Fig. 1: run 1, clock wires, drivers and flops
Scale bar: 50 microns.
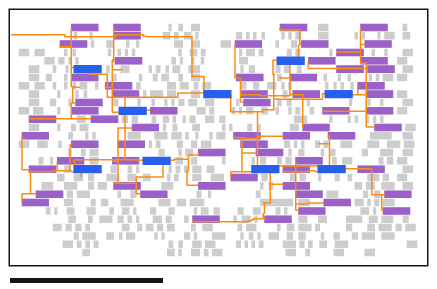
Fig. 2: run 1, clock wiring as the flow saved it
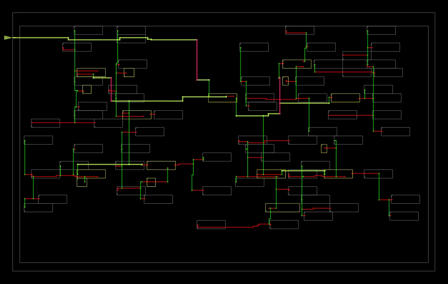
Fig. 3: run 1, metal 3
Cells faint in the background.
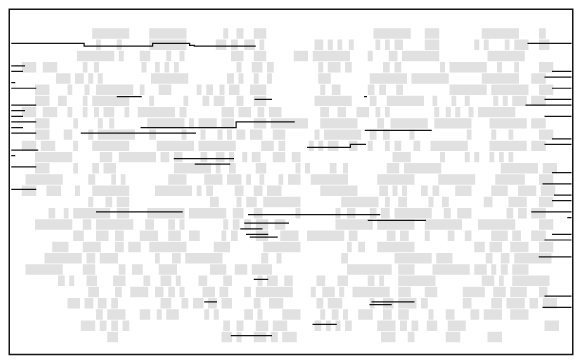
<file path="src/rtl/psum_wb_accum_pkg.sv">
// Shared types and defaults for the partial-sum write-back path.
package psum_wb_accum_pkg;

  localparam int unsigned PSUM_W_DEF    = 10;
  localparam int unsigned ACC_W_DEF     = 16;
  localparam int unsigned NUM_TERMS_DEF = 5;
  localparam int unsigned SHIFT_DEF     = 0;
  localparam int unsigned OUT_W_DEF     = 8;
  localparam int unsigned ADDR_W_DEF    = 10;

  typedef enum logic [1:0] {
    S_IDLE = 2'd0,
    S_RUN  = 2'd1,
    S_FIN  = 2'd2
  } state_e;

  // Counter width that stays >= 1 even for a single-term pixel.
  function automatic int unsigned cnt_w(input int unsigned n);
    return (n > 1) ? $clog2(n) : 1;
  endfunction

endpackage

</file>
<file path="src/rtl/psum_wb_accum_quantize.sv">
// Combinational shift + optional ReLU + signed saturation to OUT_W bits.
module psum_wb_accum_quantize
  import psum_wb_accum_pkg::*;
#(
  parameter int unsigned ACC_W = ACC_W_DEF,
  parameter int unsigned SHIFT = SHIFT_DEF,
  parameter int unsigned OUT_W = OUT_W_DEF
) (
  input  logic [ACC_W-1:0] sum_i,
  input  logic             relu_en_i,
  output logic [OUT_W-1:0] data_c_o,
  output logic             sat_c_o
);

  localparam int MAX_I = (2 ** (OUT_W - 1)) - 1;
  localparam int MIN_I = -(2 ** (OUT_W - 1));
  localparam logic signed [ACC_W-1:0] MAX_V = ACC_W'(MAX_I);
  localparam logic signed [ACC_W-1:0] MIN_V = ACC_W'(MIN_I);

  logic signed [ACC_W-1:0] shifted;
  logic signed [ACC_W-1:0] y;

  // ReLU is not a clamp, so it never raises the saturation flag.
  always_comb begin
    shifted  = $signed(sum_i) >>> SHIFT;
    y        = shifted;
    sat_c_o  = 1'b0;
    if (relu_en_i && shifted[ACC_W-1]) begin
      y = '0;
    end
    data_c_o = y[OUT_W-1:0];
    if (y > MAX_V) begin
      data_c_o = MAX_V[OUT_W-1:0];
      sat_c_o  = 1'b1;
    end else if (y < MIN_V) begin
      data_c_o = MIN_V[OUT_W-1:0];
      sat_c_o  = 1'b1;
    end
  end

endmodule

</file>
<file path="src/rtl/psum_wb_accum.sv">
// Write-back accumulator: sums NUM_TERMS groupsum beats per pixel, quantizes,
// and writes each pixel to the ofmap buffer at an incrementing address.
module psum_wb_accum
  import psum_wb_accum_pkg::*;
#(
  parameter int unsigned PSUM_W    = PSUM_W_DEF,
  parameter int unsigned ACC_W     = ACC_W_DEF,
  parameter int unsigned NUM_TERMS = NUM_TERMS_DEF,
  parameter int unsigned SHIFT     = SHIFT_DEF,
  parameter int unsigned OUT_W     = OUT_W_DEF,
  parameter int unsigned ADDR_W    = ADDR_W_DEF
) (
  input  logic              clk,
  input  logic              rst_n,
  input  logic              start_i,
  input  logic [ADDR_W-1:0] num_pix_i,
  input  logic              relu_en_i,
  input  logic [PSUM_W-1:0] psum_i,
  input  logic              psum_valid_i,
  output logic              ofmap_we_o,
  output logic [ADDR_W-1:0] ofmap_addr_o,
  output logic [OUT_W-1:0]  ofmap_data_o,
  output logic              busy_o,
  output logic              done_o,
  output logic              sat_flag_o
);

  localparam int unsigned TERM_W = cnt_w(NUM_TERMS);
  localparam logic [TERM_W-1:0] LAST_TERM = TERM_W'(NUM_TERMS - 1);

  state_e            state_q,   state_d;
  logic [ACC_W-1:0]  acc_q,     acc_d;
  logic [TERM_W-1:0] term_q,    term_d;
  logic [ADDR_W-1:0] pix_q,     pix_d;
  logic [ADDR_W-1:0] num_pix_q, num_pix_d;
  logic              relu_q,    relu_d;
  logic              we_q,      we_d;
  logic [ADDR_W-1:0] addr_q,    addr_d;
  logic [OUT_W-1:0]  data_q,    data_d;
  logic              busy_q,    busy_d;
  logic              done_q,    done_d;
  logic              sat_q,     sat_d;

  logic [ACC_W-1:0]  psum_ext_c;
  logic [ACC_W-1:0]  sum_c;
  logic [OUT_W-1:0]  q_data_c;
  logic              q_sat_c;

  // Term 0 loads rather than adds, so no separate accumulator clear is needed.
  assign psum_ext_c = ACC_W'($signed(psum_i));
  assign sum_c      = ((term_q == '0) ? '0 : acc_q) + psum_ext_c;

  psum_wb_accum_quantize #(
    .ACC_W (ACC_W),
    .SHIFT (SHIFT),
    .OUT_W (OUT_W)
  ) u_quant (
    .sum_i     (sum_c),
    .relu_en_i (relu_q),
    .data_c_o  (q_data_c),
    .sat_c_o   (q_sat_c)
  );

  always_comb begin
    state_d   = state_q;
    acc_d     = acc_q;
    term_d    = term_q;
    pix_d     = pix_q;
    num_pix_d = num_pix_q;
    relu_d    = relu_q;
    we_d      = 1'b0;
    addr_d    = addr_q;
    data_d    = data_q;
    sat_d     = sat_q;

    unique case (state_q)
      S_IDLE: begin
        if (start_i) begin
          pix_d     = '0;
          term_d    = '0;
          sat_d     = 1'b0;
          num_pix_d = num_pix_i;
          relu_d    = relu_en_i;
          state_d   = (num_pix_i == '0) ? S_FIN : S_RUN;
        end
      end
      S_RUN: begin
        // A start mid-frame restarts it and wins over a coincident final beat.
        if (start_i) begin
          pix_d     = '0;
          term_d    = '0;
          sat_d     = 1'b0;
          num_pix_d = num_pix_i;
          relu_d    = relu_en_i;
        end else if (psum_valid_i) begin
          acc_d = sum_c;
          if (term_q == LAST_TERM) begin
            term_d = '0;
            we_d   = 1'b1;
            addr_d = pix_q;
            data_d = q_data_c;
            sat_d  = sat_q | q_sat_c;
            pix_d  = pix_q + ADDR_W'(1);
            if (pix_q == num_pix_q - ADDR_W'(1)) begin
              state_d = S_FIN;
            end
          end else begin
            term_d = term_q + TERM_W'(1);
          end
        end
      end
      S_FIN: begin
        state_d = S_IDLE;
      end
      default: begin
        state_d = S_IDLE;
      end
    endcase

    busy_d = (state_d == S_RUN);
    done_d = (state_d == S_FIN);
  end

  always_ff @(posedge clk or negedge rst_n) begin
    if (!rst_n) begin
      state_q   <= S_IDLE;
      acc_q     <= '0;
      term_q    <= '0;
      pix_q     <= '0;
      num_pix_q <= '0;
      relu_q    <= 1'b0;
      we_q      <= 1'b0;
      addr_q    <= '0;
      data_q    <= '0;
      busy_q    <= 1'b0;
      done_q    <= 1'b0;
      sat_q     <= 1'b0;
    end else begin
      state_q   <= state_d;
      acc_q     <= acc_d;
      term_q    <= term_d;
      pix_q     <= pix_d;
      num_pix_q <= num_pix_d;
      relu_q    <= relu_d;
      we_q      <= we_d;
      addr_q    <= addr_d;
      data_q    <= data_d;
      busy_q    <= busy_d;
      done_q    <= done_d;
      sat_q     <= sat_d;
    end
  end

  assign ofmap_we_o   = we_q;
  assign ofmap_addr_o = addr_q;
  assign ofmap_data_o = data_q;
  assign busy_o       = busy_q;
  assign done_o       = done_q;
  assign sat_flag_o   = sat_q;

endmodule

</file>
<file path="config.mk">
export PLATFORM = sky130hd
export DESIGN_NAME = psum_wb_accum
export DESIGN_NICKNAME = d
export VERILOG_FILES = /design/src/rtl/psum_wb_accum_pkg.sv /design/src/rtl/psum_wb_accum_quantize.sv /design/src/rtl/psum_wb_accum.sv
export SDC_FILE = /design/constraint.sdc
export NUM_CORES = 1
export LEC_CHECK = 0
export CELL_PAD_IN_SITES_DETAIL_PLACEMENT = 1
export CELL_PAD_IN_SITES_GLOBAL_PLACEMENT = 2
export CORE_ASPECT_RATIO = 0.6
export CORE_MARGIN = 2
export CORE_UTILIZATION = 37
export DETAILED_ROUTE_END_ITERATION = 10
export HOLD_SLACK_MARGIN = 0.08
export MAX_ROUTING_LAYER = met4
export PLACE_DENSITY_LB_ADDON = 0.1
export SYNTH_ARGS = -nofsm -noshare
export SYNTH_HDL_FRONTEND = slang
export SYNTH_SLANG_ARGS = --single-unit
</file>
<file path="constraint.sdc">
create_clock -name clk -period 6.7 [get_ports clk]
set_input_delay 1.675 -clock clk [delete_from_list [all_inputs] [get_ports clk]]
set_output_delay 1.675 -clock clk [all_outputs]
set_load 0.005 [all_outputs]
</file>
==> out/writeup.txt, run 1 <==
For the slack of the critical path, the log shows 1.86 ns. Per STA, the worst path accumulates the most delay in the family AND-OR/OR-AND gates. For the sequential group power, the log shows 480 uW.

The sum of buffers and inverters on the critical path works out to 1. Yosys shows that the main logic family after synthesis is simple AND/OR/NAND/NOR gates. With the internal cell power at 949 uW, the post-synthesis simple-gate area fraction is 24.1%. The global-route usage over all layers was 20.5%; the post-detailed-route count of antenna-violating nets was 0.

Summed over all cells, the static leakage comes to 0.00213 uW. TritonCTS built the clock tree. Hold path startpoint: ofmap_addr_o[9]$_DFFE_PN0P_.

The number of hold buffers added after CTS was 0. The most critical min-delay path falls under reg -> reg. The flip-flop cell with the highest count after synthesis was sky130_fd_sc_hd__dfrtp_1.

Post-synthesis sequential element count: 64. The count of library flops with an enable pin was 0; the total die size was 11300 sq um. The data required time at the worst endpoint was 6.91 ns. The placer congestion estimate is 0.863.

For the worst slew margin relative to its limit, the log shows 41.6%. The nature of the critical path endpoint is a flip-flop. Entering global routing, the biggest net connects 65 pins. The total overflow left after global routing is 0. Final critical path time including I/O delays and setup: 4.84 ns. Of the total synthesized cell area, the portion taken by XOR and XNOR cells is 6.11%. The largest total area in the synthesized netlist belongs to sky130_fd_sc_hd__dfrtp_1.

Per STA, the highest per-stage delay on the worst path measures 0.55 ns. The run gives 41.4% as the sequential area share after synthesis. During I/O placement, the number of pins put on the boundary was 47. Per report_power, the top consumer among the power groups is combinational logic.

The netlist uses 53 different library cells. The tools report the critical path startpoint category as an input pin. The fraction of the mapped netlist area in compound gates works out to 16.3%. Source of the critical timing path: psum_i[0]. Listed in order, past its start point the critical path passes clkdlybuf4s50_1, ha_1, fa_1, a21o_1, a221oi_2, o21ai_0, xnor2_1, or4b_4, o21a_1, a221o_1. The run gives 4 as the first-pass iteration count of the detailed router. The reported max-cap violation count was 0. The transition time recorded at the tightest slew-check pin is 0.874 ns.

The via-per-instance ratio is 5.34, and the number of cells in the yosys synthesis report is 442. The adder-cell share of the synthesized area works out to 6.66%. Power attributed to combinational cells is 507 uW. Net switching is 34.4% of the power. Sorting the synthesis cell report by count puts at the top sky130_fd_sc_hd__nand2_1.

The via count of the first global-routing pass was 3334; the combinational share of power was 35.0%. The worst register-to-register path begins at term_q[0]$_DFFE_PN0P_. Cells with a size suffix above 1 make up 7.96% of the layout. Endpoints failing hold in the final report were tallied at 0. The run gives 100% for the async set-or-reset flop fraction in the synthesized netlist. Among logic cells in the layout, the one with the most instances is sky130_fd_sc_hd__nand2_1.

The synthesis report lists the Yosys warning total as 0. Per the layout report, the design carries 1164 filler cells. The root cell of the clock tree is sky130_fd_sc_hd__clkbuf_16. In the synthesis report, Yosys lists the chip area as 3870 sq um.

The number of gates resized after CTS is 0. With the number of setup buffers added after CTS at 0, the global-route wire length before repair is 17500 microns. Port buffering added 46 buffers.

The pre-CTS setup slack is 1.53 ns, and the number of cells produced by synthesis is 442. After synthesis, the mean cell area works out to 8.75 sq um. The switching component of the power was reported as 498 uW. The run finished with clean final reports. The largest fanout of any net on the critical path came out at 6. The library cells used most frequently in the layout, excluding fill and tap cells, are sky130_fd_sc_hd__nand2_1, sky130_fd_sc_hd__dfrtp_1, sky130_fd_sc_hd__clkdlybuf4s50_1, sky130_fd_sc_hd__nor2_1, sky130_fd_sc_hd__o21ai_0. The run gives 5.05 ns for the arrival time of data at the critical path endpoint.

Final max-slew violation count: 0. Standard cell with the maximum stage delay on the critical path: sky130_fd_sc_hd__a221oi_2. Setup total negative slack on the finished layout was measured at 0 ns. The y dimension of the die is 83.2 microns. The starting density of the core is 38.6%.

Dividing the detail-routed wire length by the instance count gives 16.9 microns. The most used routing layer in global routing is met1. The top routing layer in use was met4. In the global route stage, met1 resource usage came out at 32.9%.

Relative area change from synthesis to final layout: 22.9%. The core region is 10000 sq um. The tools report the final antenna diode count as 0.

For reference, the top cells by area after synthesis are sky130_fd_sc_hd__dfrtp_1, sky130_fd_sc_hd__nand2_1, sky130_fd_sc_hd__ha_1, sky130_fd_sc_hd__o21ai_0, sky130_fd_sc_hd__xor2_1. The longest clock path from root to sink contains 2 buffers. Summed over all nets, wire length on met2 after detailed routing comes to 3870 microns. The achievable frequency came out at 207 MHz. The DRC violation count after routing is 0, and the floorplan net count is 487. The post-route report lists met1 wire length as 6190 microns. On the reported timing paths, the clock transition at the registers reads 0.06 ns. Overall power consumption after layout is estimated at 1450 uW.
Notes on Fig. 1 above:
flip-flops -> purple  # count 64
clock wires -> orange  # length 905 microns
cells driving clock nets -> blue  # count 9
routed clock nets = 10
Power Clock: 461 uW
post-route clock skew: 0.00482 ns
proportion of power drawn by the clock network: 31.8%
Skew-Pair Late Insertion Delay: 0.33 ns

Notes on Fig. 2 above:
sink count of the clock tree: 64
Flop Count: 64
number of clock buffers in the layout: 9
total CTS buffers: 9

Notes on Fig. 3 above:
wire length on this layer = 495 microns
longest straight run = 31.7 microns
total number of vias: 3340
total length of routed wires: 10600 microns
routing usage on met3: 5.07%

[run 1: stage by stage]
| stage | cells | area [sq um] | utilization (%) | hold slack [ns] |
|---|---|---|---|---|
| after floorplan | 442 | 3870 | - | 0.442 |
| after global placement | 609 | 4450 | 44.5 | 0.458 |
| after detailed placement | 609 | 4450 | 44.5 | 0.464 |
| after CTS | 625 | 4750 | 47.4 | 0.478 |
| after global routing | 625 | 4750 | 47.4 | 0.497 |
| final | 625 | 4750 | 47.4 | 0.470 |
[run 1: cell type report]
type | instances | area, sq um | share of cell area, %
Multi-Input combinational cell | 352 | 2170 | 45.6
Sequential cell | 64 | 1600 | 33.7
Timing Repair Buffer | 50 | 485 | 10.2
Clock buffer | 9 | 225 | 4.74
Tap cell | 135 | 169 | 3.55
Clock inverter | 7 | 72.6 | 1.53
Inverter | 8 | 30.0 | 0.632
[run 1: sequential cells by signal (all words and copies together) (netlist names), 2 cells and up]
| signal | count |
|---|---|
| acc_q | 16 |
| num_pix_q | 10 |
| ofmap_addr_o | 10 |
| pix_q | 10 |
| ofmap_data_o | 8 |
| term_q | 3 |
| state_q | 2 |
[run 1: final timing paths]
check	slack, ns	end	cells after the start
setup / recovery	1.86	sat_flag_o$_DFFE_PN0P_	10
hold / removal	0.47	ofmap_addr_o[9]$_DFFE_PN0P_	2
setup reg to reg	2.23	sat_flag_o$_DFFE_PN0P_	13
hold reg to reg	0.47	ofmap_addr_o[9]$_DFFE_PN0P_	2
max in group asynchronous	4.63	num_pix_q[1]$_DFFE_PN0P_	2
min in group asynchronous	1.52	ofmap_addr_o[9]$_DFFE_PN0P_	2
==> run 1 -> run 2 <==
Settings changed: CORE_UTILIZATION 37 to 34.
Clock period 6.7 ns to 4.8 ns, I/O delays scaled along.
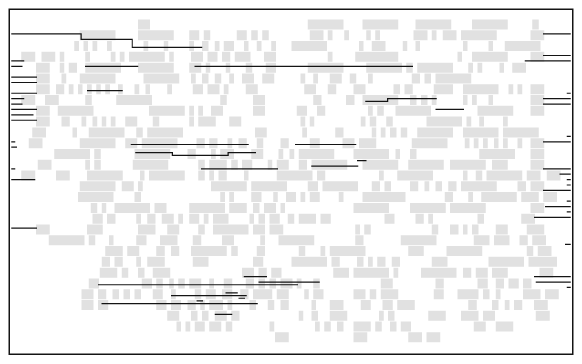
Fig. 4. Metal 3 (run 2).
Cells faint in the background.
nets with wire on the layer = 51
wire length on this layer = 561 microns
main direction = horizontal
longest straight run = 54.7 microns
total length of routed wires: 10800 microns
total number of vias: 3353
routing usage on met3: 3.87%

==> run 2 against run 1 <==
  * Clock power grew 54%
  * Sequential power increased by 39%
  * Combinational power grew 46%
  * Cell area is 2.0% higher
  * First-iteration DRC count decreased by 1.1%
  * Critical path type unchanged
  * Critical endpoint is now ofmap_data_o[5]$_DFFE_PN0P_
  * Highest routed layer unchanged
==> out/writeup.txt, run 2 <==
With the relative area change from synthesis to final layout at 25.4%, the post-synth design cell area is 3870 sq um. The logs give 0 (unchanged) for the DRC violation count after routing and 19.2% (-1.3 points) for the global-route usage over all layers. The clock network power share came out at 33.5% (+1.7 points). For the first-pass iteration count of the detailed router, the log shows 4 (unchanged). The async set-or-reset flop fraction in the synthesized netlist works out to 100% (unchanged).

The worst setup path is captured at a flip-flop. Among all stages on the critical path, the largest delay is contributed by sky130_fd_sc_hd__or4b_4. Sum of buffers and inverters on the critical path: 2 (+1). The highest cell delay on the worst timing path was 0.53 ns (-0.02 ns).

With the worst slew margin relative to its limit at 40.5% (-1.1 points), the remaining global-route overflow is 0 (unchanged). The ratio of cells with drive above 1 in the final layout was 9.26% (+1.3 points); the floorplan net count was 487 (unchanged). The maximum clock insertion buffer count was 2 (unchanged). For the TritonCTS buffer count, the log shows 9 (unchanged). The run gives 4.99 ns (-1.92 ns) for the data required time at the worst endpoint. The standby leakage power is 0.00219 uW (+2.6%). The combinational share of power was 34.9% (about the same). The largest fanout of any net on the critical path is 7 (+1). The run gives 17600 microns (+0.31%) for the global-route wire length before repair. According to the dpl log, the detail-placed design has an HPWL of 8300 microns. The slack of the worst reg-to-reg path was 0.81 ns (-1.42 ns); the Yosys warning count was 0 (unchanged). The pre-CTS setup slack came out at 0.335 ns (-1.20 ns). The run gives 0 (unchanged) for the final hold violation count. The largest area contributor in the synthesized netlist is sky130_fd_sc_hd__dfrtp_1. The total die size is 12300 sq um (+8.5%). The dominant delay contributor by cell family on the critical path is AND-OR/OR-AND gates.

Starting density of the core: 34.6% (-4.0 points). Clock tree synthesis selected as its root buffer the cell sky130_fd_sc_hd__clkbuf_16. The post-synthesis sequential element count is 64 (unchanged). The via-per-instance ratio was 5.23 (-2.1%).

The count of standard-cell rows came out at 30. Looking at the reg2reg group, the worst path starts from term_q[0]$_DFFE_PN0P_. The synthesized design devotes to its leading area cell type 41.4% of total area.

Average wire length per cell after detail routing: 16.8 microns (-0.64%). The run gives 41 (-37%) for the largest net degree at the start of global routing. The reported max-cap violation count is 0 (unchanged), and the instance count on the critical path is 11 (+1). The clock insertion delay at the later pin of the skew report was 0.33 ns (about the same). The logs give 696 uW (+40%) for the net switching power of the design and 47 (unchanged) for the number of top-level design ports. The cell depth of the worst hold path came out at 2 (unchanged).

The run gives 0.249 mV as the largest vdd supply drop. The run gives 1308 (+12%) for the count of filler cells inserted in the layout. For the number of setup buffers added after CTS, the log shows 0 (unchanged). The run gives 0.471 ns (+0.00125 ns) as the worst hold-check slack.

The run gives 64 (unchanged) as the count of clock tree sinks. The run gives 46 (unchanged) for the count of input and output buffers. For the final max-slew violation count, the log shows 0 (unchanged). With the number of cells in the yosys synthesis report at 442 (unchanged), the flip-flop count of the largest register after layout is 16 (unchanged). For the via count of the first global-routing pass, the log shows 3193 (-4.2%). Per the cell usage report, the commonest logic cells after layout are sky130_fd_sc_hd__nand2_1, sky130_fd_sc_hd__dfrtp_1, sky130_fd_sc_hd__clkdlybuf4s50_1, sky130_fd_sc_hd__nor2_1, sky130_fd_sc_hd__o21ai_0. The tools report the destination of the worst hold path as acc_q[7]$_DFFE_PN0P_.

With the final total negative setup slack at 0 ns (unchanged), the die outline width is 142 microns. The arrival time of data at the critical path endpoint was 4.35 ns (-0.70 ns); the end-of-flow core utilization was 43.3% (-4.1 points). The tools report the total power after layout as 2120 uW (+46%). For this run, the leading register cell type out of synthesis is sky130_fd_sc_hd__dfrtp_1.

The run finished with clean final reports. Setup repair after global routing left no endpoint under its margin. The placer congestion estimate came out at 0.822 (-4.8%). TritonCTS built the clock tree. The number of cells in the finished layout apart from fillers is 641 (+2.6%).

For the post-detailed-route count of antenna-violating nets, the log shows 0 (unchanged). The tools report the worst reg2reg path endpoint as ofmap_data_o[5]$_DFFE_PN0P_. The worst-case clock skew is 0.00687 ns (+0.00205 ns), and the clock transition at the registers of the reported paths is 0.05 ns (about the same).

The run gives 537 for the layout net count. Final antenna diode count: 0 (unchanged). Hold path startpoint: acc_q[7]$_DFFE_PN0P_.

Ranked by total cell area, the synthesized netlist is headed by sky130_fd_sc_hd__dfrtp_1, sky130_fd_sc_hd__nand2_1, sky130_fd_sc_hd__ha_1, sky130_fd_sc_hd__o21ai_0, sky130_fd_sc_hd__xor2_1. Count of hold buffers inserted by post-cts repair: 0 (unchanged). The register name with the most flops is acc_q. The tools report the post-placement cell count as 625 (+2.6%).

The H-tree was split into 3 levels. The run gives 41.4% (unchanged) as the sequential area share after synthesis. Most frequent cell after synthesis: sky130_fd_sc_hd__nand2_1. The logic depth of the worst register-to-register path is 14 (+1). The synthesis run shows the most used standard cells to be sky130_fd_sc_hd__nand2_1, sky130_fd_sc_hd__dfrtp_1, sky130_fd_sc_hd__nor2_1. The count of library flops with an enable pin is 0 (unchanged). The run gives 53 (unchanged) as the number of library cell types mapped by synthesis. The placeable core area is 11200 sq um (+12%), and the number of gates resized after CTS is 0 (unchanged).

The number of OpenROAD warnings was 27. The type of the most critical hold path was reg -> reg. The transition time at the pin with the least slew margin was 0.893 ns (+0.0189 ns). The cell area reported after detailed placement was 4520 sq um (+1.4%). Most common library cell in the layout ignoring fill and taps: sky130_fd_sc_hd__nand2_1. OpenSTA lists the critical path endpoint as ofmap_data_o[5]$_DFFE_PN0P_. The chip area line of the yosys report is 3870 sq um (unchanged), and the power density over the cells is 437 nW/um^2. The highest clock rate this design can be run at is 240 MHz. With the post-route standard cell area excluding fillers at 4850 sq um (+2.0%), the internal cell power is 1420 uW (+50%). The y dimension of the die is 86.6 microns (+4.1%). The tools report the initial antenna violation count as 0. The run gives 442 (unchanged) for the number of cells produced by synthesis. The average size of a mapped cell works out to 8.75 sq um (unchanged). The worst setup path is launched from an input pin. The source of the critical timing path was psum_i[0]. The slack of the critical path was 0.639 ns (-1.22 ns); the final critical path time including I/O delays and setup was 4.16 ns.

Walking the worst path, the cells encountered are clkdlybuf4s50_1, ha_1, fa_1, a21o_1, a221oi_2, buf_4, o21ai_0, xnor2_1, or4b_4, o22ai_2, o22ai_1. The proportion of total power due to net switching is 32.8% (-1.6 points).
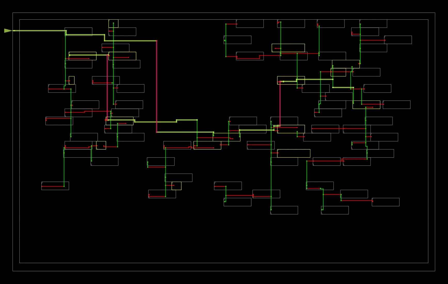
Fig. 5. Clock wiring as the flow saved it (run 2).
number of clock buffers in the layout: 10
Power Clock: 710 uW

-- run 2: cell counts after synthesis --
Identical to the previous run, type by type.
-- run 2: power by group through the flow --
| stage | combinational, uW | sequential [uW] | clock (uW) |
|---|---|---|---|
| 6_report | 740 | 669 | 710 |
| 3_5_place_dp | 738 | 679 | 0 |
| 4_1_cts | 742 | 670 | 728 |
| 3_3_place_gp | 725 | 674 | 0 |
| 5_1_grt | 831 | 679 | 754 |
| 2_1_floorplan | 494 | 661 | 0 |
-- run 2: cell families (layout without fill, tap and decap cells) --
| family | after synthesis | count (layout) | synth area share [%] |
|---|---|---|---|
| adder cells (fa/ha/maj) | 20 | 20 | 6.66 |
| flip-flops | 64 | 64 | 41.4 |
| AND/OR/NAND/NOR | 199 | 199 | 24.1 |
| multiplexers | 10 | 10 | 2.91 |
| XOR/XNOR | 27 | 27 | 6.11 |
| AND-OR/OR-AND | 96 | 96 | 16.3 |
| buffers and inverters | 26 | 81 | 2.52 |
-- run 2: per-layer routing --
layer  up-vias  GRT usage (%)  wire (microns)
met3         6           3.87             561
met2        76           23.7            3900
met4         0           3.55              67
met5         -              -               0
li1       1661              -               -
met1      1610           31.2            6250
-- run 2: area by class of cell --
| type | instances | area [sq um] | share of cell area (%) |
|---|---|---|---|
| Multi-Input combinational cell | 352 | 2170 | 44.7 |
| Timing Repair Buffer | 57 | 538 | 11.1 |
| Clock buffer | 10 | 239 | 4.93 |
| Clock inverter | 6 | 91.3 | 1.88 |
| Sequential cell | 64 | 1600 | 33.0 |
| Tap cell | 144 | 180 | 3.72 |
| Inverter | 8 | 30.0 | 0.619 |
==> run 2 -> run 3 <==
--- a/config.mk
+++ b/config.mk
@@ -14,6 +14,7 @@
 export HOLD_SLACK_MARGIN = 0.08
 export MAX_ROUTING_LAYER = met4
-export PLACE_DENSITY_LB_ADDON = 0.1
+export PLACE_DENSITY = 0.9
 export SYNTH_ARGS = -nofsm -noshare
 export SYNTH_HDL_FRONTEND = slang
 export SYNTH_SLANG_ARGS = --single-unit
+export TNS_END_PERCENT = 5
==> constraint.sdc (replaced) <==
create_clock -name clk -period 4.8 [get_ports clk]
set_input_delay 1.44 -clock clk [delete_from_list [all_inputs] [get_ports clk]]
set_output_delay 1.44 -clock clk [all_outputs]
set_load 0.005 [all_outputs]
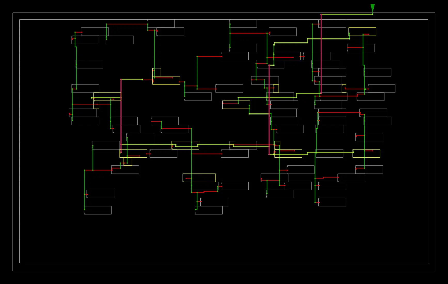
Fig. 6. Clock wiring as the flow saved it (run 3).
Power Clock: 626 uW
post-route clock skew: 0.00606 ns

==> run 3 against run 2 <==
  * Sequential cell count unchanged
  * Highest routed layer unchanged
  * Register-to-register slack worse by 0.09 ns
  * Maximum frequency is 3.8% lower
  * Critical endpoint is now sat_flag_o$_DFFE_PN0P_
  * Non-clock buffer count is 2 lower
  * Core utilization down 0.50 points
==> out/writeup.txt, run 3 <==
Final critical path time including I/O delays and setup: 4.32 ns (+0.162 ns). The largest vdd supply drop is 0.161 mV (-35%), and the worst hold-check slack is 0.475 ns (+0.00394 ns). The placeable core area was 11200 sq um (unchanged); the internal cell power was 1340 uW (-5.7%). The fraction of the mapped netlist area in compound gates came out at 16.3% (unchanged). Counting instances in the post-synthesis netlist gives the leading cell types as sky130_fd_sc_hd__nand2_1, sky130_fd_sc_hd__dfrtp_1, sky130_fd_sc_hd__nor2_1. The total die size was 12300 sq um (unchanged). With the y dimension of the die at 86.6 microns (unchanged), the post-route standard cell area excluding fillers is 4790 sq um (-1.2%).

The final hold violation count came out at 0 (unchanged). Root cell of the clock tree: sky130_fd_sc_hd__clkbuf_16. The run gives 535 (-0.37%) as the layout net count. The commonest register cell is sky130_fd_sc_hd__dfrtp_1. The run finished with clean final reports. The slack of the worst reg-to-reg path is 0.72 ns (-0.09 ns). The end-of-flow core utilization is 42.8% (-0.50 points), and the reported max-cap violation count is 0 (unchanged).

The run gives 0 (unchanged) for the DRC violation count after routing. The worst setup path is captured at a flip-flop. In this run the most used layer during global routing was met1. The main area contributors are sky130_fd_sc_hd__dfrtp_1, sky130_fd_sc_hd__nand2_1, sky130_fd_sc_hd__ha_1, sky130_fd_sc_hd__o21ai_0, sky130_fd_sc_hd__xor2_1.

The run gives 30 (unchanged) as the count of standard-cell rows. Critical path startpoint category: an input pin. The maximum clock insertion buffer count was 2 (unchanged); the clock network power share was 30.9% (-2.6 points).

For the TritonCTS buffer count, the log shows 9 (unchanged). The timing report shows that the slowest cell on the worst path is sky130_fd_sc_hd__clkdlybuf4s50_1. The number of OpenROAD warnings works out to 27 (unchanged).

Listed in order, past its start point the critical path passes clkdlybuf4s50_1, ha_1, a21oi_1, and2_1, a311oi_1, o311a_1, nand3b_1, or4b_4, o21a_1, a221o_1. The adder-cell share of the synthesized area is 6.66% (unchanged), and the average wire length per cell after detail routing is 17.1 microns (+1.7%). The die outline width is 142 microns (unchanged).

The sequential area share after synthesis was 41.4% (unchanged). With the final antenna diode count at 0 (unchanged), the data required time at the worst endpoint is 5.01 ns (+0.02 ns). The run gives 1311 (+0.23%) for the count of filler cells inserted in the layout. The run gives 0 (unchanged) for the remaining global-route overflow.

The ratio of cells with drive above 1 in the final layout is 8.69% (-0.57 points). The tools report the starting density of the core as 34.6% (unchanged). Power density over the cells: 423 nW/um^2 (-3.3%). The most common library cell in the layout ignoring fill and taps is sky130_fd_sc_hd__nand2_1. Arrival time of data at the critical path endpoint: 4.53 ns (+0.18 ns).

The tools report the count of hold buffers inserted by post-cts repair as 0 (unchanged). STA lists the endpoint of the worst register-to-register path as sat_flag_o$_DFFE_PN0P_. The global-route wire length before repair is 18100 microns (+2.9%), and the slack of the critical path is 0.476 ns (-0.162 ns). The run gives 731 uW (-1%) as the combinational power. Count of clock tree sinks: 64 (unchanged). The type of the most critical hold path is reg -> reg.

The first-pass iteration count of the detailed router is 4 (unchanged). The floorplan net count was 487 (unchanged); the transition time at the pin with the least slew margin was 0.988 ns (+0.0957 ns). With the count of library flops with an enable pin at 0 (unchanged), the combinational share of power is 36.1% (+1.2 points). The via-per-instance ratio works out to 5.36 (+2.5%). In the power breakdown, the biggest contributor is combinational logic. The most frequent cell after synthesis was sky130_fd_sc_hd__nand2_1. For the initial antenna violation count, the log shows 0 (unchanged).

For the CTS H-tree depth, the log shows 3 (unchanged). Per the synthesis report, the dominant area consumer among library cells is sky130_fd_sc_hd__dfrtp_1. The number of library cell types mapped by synthesis was 53 (unchanged). The logs give 3426 (+2.2%) for the count of vias placed by the detailed router and 28.1% (-3.1 points) for the met1 track demand over resource in global routing.

Sequential power share: 33.0%. With the multiplexer share of the synthesized area at 2.91% (unchanged), the share of the synthesized netlist area taken by xor and xnor gates is 6.11% (unchanged). The relative area change from synthesis to final layout was 23.9%.

The path with the worst hold slack has its endpoint at ofmap_addr_o[9]$_DFFE_PN0P_. The tools report the standby leakage power as 0.00215 uW (-1.6%). The run gives 42 (+2.4%) for the largest net degree at the start of global routing.

The tools report the number of top-level design ports as 47 (unchanged). OpenSTA lists the critical path startpoint as psum_i[9]. The tools report the post-placement cell count as 623 (-0.32%). TritonCTS built the clock tree. The sequential group power was 668 uW (about the same); the cell depth of the worst hold path was 2 (unchanged).

The run gives 1 (-1) for the sum of buffers and inverters on the critical path. The final max-slew violation count was 0 (unchanged). Post-synth design cell area: 3870 sq um (unchanged). The top cell type's share of synthesized area came out at 41.4% (unchanged). Among the non-sequential cells, simple AND/OR/NAND/NOR gates take the most area.

The run gives 3870 sq um (unchanged) as the chip area line of the yosys report. The worst slew margin relative to its limit was 33.3% (-7.2 points). The logs give 27.8% (+4.1 points) for the met2 usage in global routing and 4500 sq um (-0.33%) for the cell area reported after detailed placement. With the number of setup buffers added after CTS at 0 (unchanged), the total power after layout is 2030 uW (-4.4%). The hold path startpoint was ofmap_addr_o[9]$_DFFE_PN0P_.

The global-route usage over all layers came out at 19.4% (+0.24 points). The number of cells produced by synthesis is 442 (unchanged), and the proportion of total power due to net switching is 33.7% (+0.87 points). The clock transition at the registers of the reported paths came out at 0.05 ns (about the same). The async set-or-reset flop fraction in the synthesized netlist was 100% (unchanged). The run gives 3454 (+8.2%) as the via count of the first global-routing pass. With the placer congestion estimate at 0.847 (+3.0%), the post-synthesis sequential element count is 64 (unchanged). The post-synthesis simple-gate area fraction is 24.1% (unchanged), and the pre-CTS setup slack is 0.168 ns (-0.168 ns). The run gives 0.33 ns (about the same) for the clock insertion delay at the later pin of the skew report. Post-detailed-route count of antenna-violating nets: 0 (unchanged). For the net switching power of the design, the log shows 683 uW (-1.9%).

The number of cells in the finished layout apart from fillers is 639 (-0.31%). The global-route met3 utilization is 4.59% (+0.72 points), and the Yosys warning count is 0 (unchanged). The largest fanout of any net on the critical path was 10 (+3); the logic depth of the worst register-to-register path was 15 (+1). With the flip-flop count of the largest register after layout at 16 (unchanged), the final total negative setup slack is 0 ns (unchanged). Total length of routed wires: 10900 microns (+1.4%). The number of gates resized after CTS is 0 (unchanged). The half-perimeter wire length after detailed placement is 8450 microns (+1.8%), and the achievable frequency is 231 MHz (-3.8%). The count of input and output buffers is 46 (unchanged). In the layout the commonest cells are sky130_fd_sc_hd__nand2_1, sky130_fd_sc_hd__dfrtp_1, sky130_fd_sc_hd__clkdlybuf4s50_1, sky130_fd_sc_hd__nor2_1, sky130_fd_sc_hd__o21ai_0. The run gives 8.75 sq um (unchanged) for the average size of a mapped cell. The largest register by flop count is acc_q.

Broken down by cell family, the worst path's largest delay share belongs to AND-OR/OR-AND gates. The highest cell delay on the worst timing path is 0.57 ns (+0.04 ns). The launch point of the worst register-to-register path is recorded as term_q[0]$_DFFE_PN0P_.

Setup repair after global routing left no endpoint under its margin.
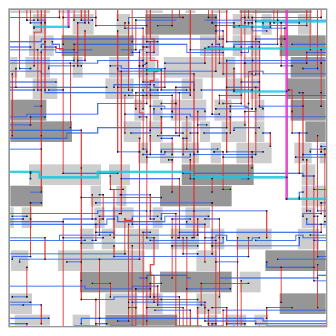
Fig. 7. Close-up of the layout (run 3).
Region (51, 23) to (91, 63) microns. Cells in grey, sequential cells in the stronger grey; small squares are vias.
met1 -> blue
met4 -> magenta
met3 -> cyan
met2 -> red
netlist names of flops here include = acc_q (3), ofmap_data_o (2), pix_q (2)
most frequent = dfrtp_1 (13), nand2_1 (11), nor2_1 (6)
cells with their middle in the window = 86
sequential cells in the window = 13

==> run 3: cell counts after synthesis <==
No cell type changed its count.
==> run 3: tightest hold or removal path, stage by stage, from the launching register on <==
cell	delay, ns
sky130_fd_sc_hd__dfrtp_1	0.34
sky130_fd_sc_hd__nand2_1	0.05
sky130_fd_sc_hd__nand2_1	0.05
==> run 3: cell type report <==
class / instances / area [sq um] / share of cell area, %
well taps: 144 / 180 / 3.76
repair buffers: 55 / 523 / 10.9
clock inverters: 6 / 60.1 / 1.25
flip-flops and latches: 64 / 1600 / 33.4
multi-input cells: 352 / 2170 / 45.2
inverters: 8 / 30.0 / 0.627
clock buffers: 10 / 229 / 4.78
==> run 3: worst max path at each step <==
stage,end,slack [ns],cells after the start
6_report,sat_flag_o$_DFFE_PN0P_,0.48,10
5_1_grt,ofmap_data_o[4]$_DFFE_PN0P_,0.24,8
4_1_cts,sat_flag_o$_DFFE_PN0P_,0.51,10
3_5_place_dp,sat_flag_o$_DFFE_PN0P_,0.17,10
3_3_place_gp,sat_flag_o$_DFFE_PN0P_,0.25,11
2_1_floorplan,sat_flag_o$_DFFE_PN0P_,0.72,10
==> run 3: logic make-up (layout without fill, tap and decap cells) <==
logic type               after synthesis  in the layout
adder cells (fa/ha/maj)               20             20
buffers and inverters                 26             79
flip-flops                            64             64
multiplexers                          10             10
AND/OR/NAND/NOR                      199            199
XOR/XNOR                              27             27
AND-OR/OR-AND                         96             96
==> run 3: layer usage <==
metal / part of all wire, % / vias up / wire, microns
li1: - / 1660 / -
met4: 0.88 / 0 / 96
met3: 4.1 / 12 / 449
met2: 41 / 67 / 4440
met1: 54 / 1687 / 5950
met5: 0 / - / 0

==> screenshots <==
Routed metal per tile.
Plate I
Scale bar: 50 microns. 27 x 17 tiles, from white (low) to dark blue (high), scaled to the fullest tile. Values are wire area over tile area, all layers added.
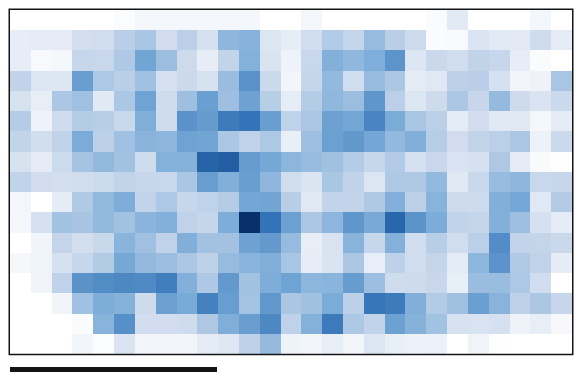
Plate II
Scale bar: 50 microns. 28 x 17 tiles, from white (low) to dark blue (high), scaled to the fullest tile. Values are wire area over tile area, all layers added.
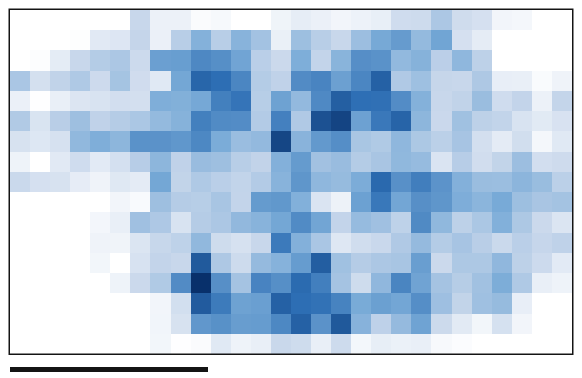
Plate III
Scale bar: 50 microns. 28 x 17 tiles, from white (low) to dark blue (high), scaled to the fullest tile. Values are wire area over tile area, all layers added.
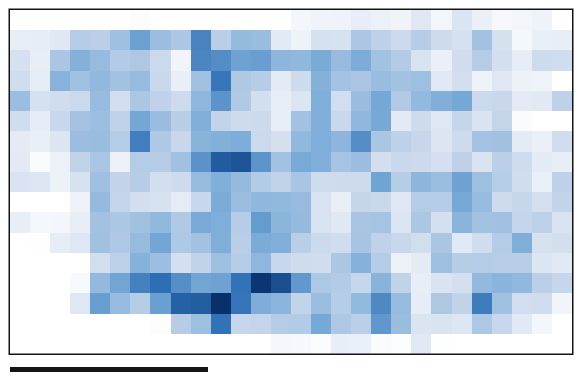
Plate II is run 3.
Plate I is run 1.
Plate III is run 2.

Power and IR drop assume default switching activity.
